--- src/rtl/operand_loader.sv ---
// Operand entry for the 4-bit comparator: synchronises switches and buttons,
// debounces the buttons and loads A then B on each accepted load press.
module operand_loader_btn #(
  parameter int DEBOUNCE_CYCLES = 1000000
) (
  input  logic clk,
  input  logic rst_n,
  input  logic btn_i,
  output logic pulse_o
);
  localparam int CW = $clog2(DEBOUNCE_CYCLES + 1);

  logic [1:0]    sync_q, prime_q;
  logic [CW-1:0] cnt_q, cnt_d;
  logic          deb_q, deb_d, prev_q, armed_q, armed_d, pulse_q;

  always_comb begin
    cnt_d = '0;
    deb_d = deb_q;
    if (sync_q[1] != deb_q) begin
      if (cnt_q == CW'(DEBOUNCE_CYCLES - 1)) deb_d = ~deb_q;
      else                                  cnt_d = cnt_q + 1'b1;
    end
    // A button held through reset must be seen released before it may pulse;
    // prime_q marks when sync_q[1] carries a real post-reset sample.
    armed_d = armed_q | (prime_q[1] & ~deb_q & ~sync_q[1]);
  end

  always_ff @(posedge clk or negedge rst_n) begin
    if (!rst_n) begin
      sync_q  <= '0;
      prime_q <= '0;
      cnt_q   <= '0;
      deb_q   <= 1'b0;
      prev_q  <= 1'b0;
      armed_q <= 1'b0;
      pulse_q <= 1'b0;
    end else begin
      sync_q  <= {sync_q[0], btn_i};
      prime_q <= {prime_q[0], 1'b1};
      cnt_q   <= cnt_d;
      deb_q   <= deb_d;
      prev_q  <= deb_q;
      armed_q <= armed_d;
      pulse_q <= armed_q & deb_q & ~prev_q;
    end
  end

  assign pulse_o = pulse_q;
endmodule

module operand_loader #(
  parameter int WIDTH           = 4,
  parameter int DEBOUNCE_CYCLES = 1000000
) (
  input  logic             clk,
  input  logic             rst_n,
  input  logic [WIDTH-1:0] sw,
  input  logic             btn_load,
  input  logic             btn_clear,
  output logic [WIDTH-1:0] A,
  output logic [WIDTH-1:0] B,
  output logic             valid,
  output logic [1:0]       state
);
  typedef enum logic [1:0] {WAIT_A = 2'b00, WAIT_B = 2'b01, READY = 2'b10} state_e;

  logic [1:0][WIDTH-1:0] sw_sync_q;
  logic [1:0]            btn_raw, btn_pulse;
  logic [WIDTH-1:0]      a_q, a_d, b_q, b_d;
  logic                  valid_q, valid_d;
  state_e                state_q, state_d;

  assign btn_raw = {btn_clear, btn_load};

  for (genvar i = 0; i < 2; i++) begin : g_btn
    operand_loader_btn #(.DEBOUNCE_CYCLES(DEBOUNCE_CYCLES)) u_btn (
      .clk    (clk),
      .rst_n  (rst_n),
      .btn_i  (btn_raw[i]),
      .pulse_o(btn_pulse[i])
    );
  end

  always_comb begin
    state_d = state_q;
    a_d     = a_q;
    b_d     = b_q;
    valid_d = valid_q;
    if (btn_pulse[1]) begin
      state_d = WAIT_A;
      a_d     = '0;
      b_d     = '0;
      valid_d = 1'b0;
    end else if (btn_pulse[0]) begin
      case (state_q)
        WAIT_A: begin a_d = sw_sync_q[1]; state_d = WAIT_B; end
        WAIT_B: begin b_d = sw_sync_q[1]; valid_d = 1'b1; state_d = READY; end
        READY:  begin a_d = sw_sync_q[1]; valid_d = 1'b0; state_d = WAIT_B; end
        default: state_d = WAIT_A;
      endcase
    end
  end

  always_ff @(posedge clk or negedge rst_n) begin
    if (!rst_n) begin
      sw_sync_q <= '0;
      state_q   <= WAIT_A;
      a_q       <= '0;
      b_q       <= '0;
      valid_q   <= 1'b0;
    end else begin
      sw_sync_q <= {sw_sync_q[0], sw};
      state_q   <= state_d;
      a_q       <= a_d;
      b_q       <= b_d;
      valid_q   <= valid_d;
    end
  end

  assign A     = a_q;
  assign B     = b_q;
  assign valid = valid_q;
  assign state = state_q;
endmodule

--- config.mk ---
export PLATFORM = sky130hd
export DESIGN_NAME = operand_loader
export DESIGN_NICKNAME = d
export VERILOG_FILES = /design/src/rtl/operand_loader.sv
export SDC_FILE = /design/constraint.sdc
export NUM_CORES = 1
export LEC_CHECK = 0
export CAP_MARGIN = 25
export CORE_ASPECT_RATIO = 0.75
export CORE_UTILIZATION = 32
export CTS_CLUSTER_DIAMETER = 80
export CTS_CLUSTER_SIZE = 8
export DETAILED_ROUTE_END_ITERATION = 6
export PLACE_DENSITY = 0.44
export SLEW_MARGIN = 20
export SYNTH_ARGS = -nofsm -noshare
export SYNTH_HDL_FRONTEND = slang
export SYNTH_SLANG_ARGS = --single-unit
export TNS_END_PERCENT = 5
--- constraint.sdc ---
create_clock -name clk -period 3.3 [get_ports clk]
set_clock_uncertainty 0.15 [all_clocks]
set_input_delay 0.66 -clock clk [delete_from_list [all_inputs] [get_ports clk]]
set_output_delay 0.66 -clock clk [all_outputs]
set_load 0.01 [all_outputs]
layer_met3.png
The bar under the picture is 20 µm long. Cells faint in the background.
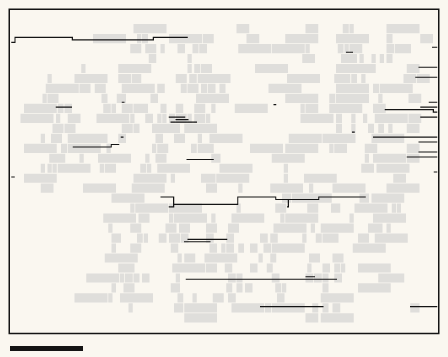
- nets with wire on the layer: 26
- wire length on this layer: 315 µm
- share of all routed wire: 5.1%
- longest straight run: 40.9 µm
- main direction: horizontal
GR Util met3: 4.91%
final wirelength: 6210 µm
DR vias: 2205

placement.png
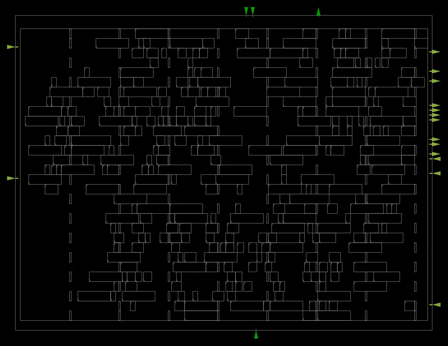
flip-flops: 73
fillers: 947
Final Util: 41.3%
fraction of area in registers: 47.5%
CORE AREA: 9310 µm²

==> qor.yml <==
antennaDiodeCount: 0
grt_pass1_vias: 2198
status: "complete, no violations"
drt_iter0_markers: 153
synthXorXnorAreaFrac_pct: 7.21
drc: 0
yosysTopAreaCell: "dfrtp_1"
crit_buf_inv: 1
postRouteAntennaNets: 0
reg.largest.list: "g_btn.u_btn.cnt_q x40, sw_sync_q x8"
post-route-period-util_pct: 64.2
placed_area_um2: 3480
floorplan.nets: 309
top_area_share_pct: 57.8
ios: 19
worst_slack_ns: 1.18
finalSetupTns_ns: 0
yosys.area_share.simple_pct: 21.7
hpwl_um: 3980
vdd_drop_max_v: 0.000287
synthAdderAreaFrac_pct: 1.98
yosys_area_um2: 3160
worstReg2RegEnd: "g_btn[0].u_btn.cnt_q[17]"
buf_share_pct: 5.53
hold_class: "in2async"
synth_area_per_cell_um2: 10.7
cts-root-buf: "clkbuf_16"
warnings: 28
whs_ns: 0.142
start_kind: "flop"
largest_register_ffs: 40
drtPass1Iterations: 4
clk_path_buf_depth: 2
hold_buffers: 0
clock.latency.late_pin_ns: 0.33
fp-row-count: 30
logic_area_um2: 1270
slew_violations: 0
path_cells: "clkdlybuf4s50_1"
syn2layout_area_growth_pct: 21.8
buffers: 21
critical-path-top-delay-family: "buffers and inverters"
via_per_inst: 4.89
critical_path.endpoint: "state[0]"
synth_cell_types: 35
logic_gates: 205
grt_max_degree: 74
leakage_nw: 1.63
gp_congestion: 0.712
cp_max_fo: 5
ys.flops: 73
max_cap_violations: 0
crit_type: "reg2out"
post-cts-setup-buffer-count: 0
ys_top_logic_family: "simple AND/OR/NAND/NOR gates"
mux_share_pct: 2.30
critPathLaunch: "state[0]"
fp-utilization_pct: 33.9
top_cells_by_count: "dfrtp_1, nor2_1, nand2_1"
htreeDepth: 3
fp.dieH_um: 88.0
crit_slowest_cell: "clkdlybuf4s50_1"
dieArea_um2: 10300
final_nets: 331
place_ws_ns: 1.32
antenna_found_initial: 0
port_buffers: 18
die_x_um: 117
dp.cells: 434
area_leaders: "dfrtp_1, nor2_1, xor2_1"
drt-wirelength-per-cell_um: 13.8
cp.required_ns: 2.49
synthAoiAreaFrac_pct: 6.66
grt_use_total_pct: 14.1
layer_met1.png
The bar under the picture is 20 µm long. Cells faint in the background.
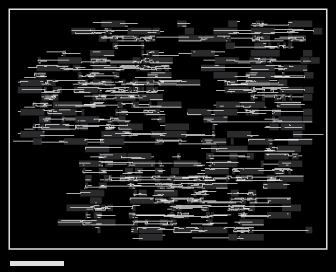
- nets with wire on the layer: 305
- wire length on this layer: 3250 µm

## per-layer routing
metal | GRT usage, % | wire length (µm)
met1 | 19.9 | 3250
met2 | 19.6 | 2550
met3 | 4.91 | 315
met4 | 5.64 | 89
met5 | 0 | 0
## where the power goes
part | leakage [nW] | internal, W | switching (W)
combinational | 0.497 | 0.0000186 | 0.0000349
sequential | 0.972 | 0.000910 | 0.00000996
clock | 0.163 | 0.000742 | 0.000373
## cell families (layout without fill, tap and decap cells)
| kind of cell | count (synthesis) | in the layout |
|---|---|---|
| flip-flops | 73 | 73 |
| buffers and inverters | 18 | 45 |
| multiplexers | 7 | 7 |
| AND/OR/NAND/NOR | 131 | 131 |
| other | 1 | 1 |
| adder cells (fa/ha/maj) | 5 | 5 |
| AND-OR/OR-AND | 35 | 35 |
| XOR/XNOR | 26 | 26 |
Power and IR drop assume default switching activity.
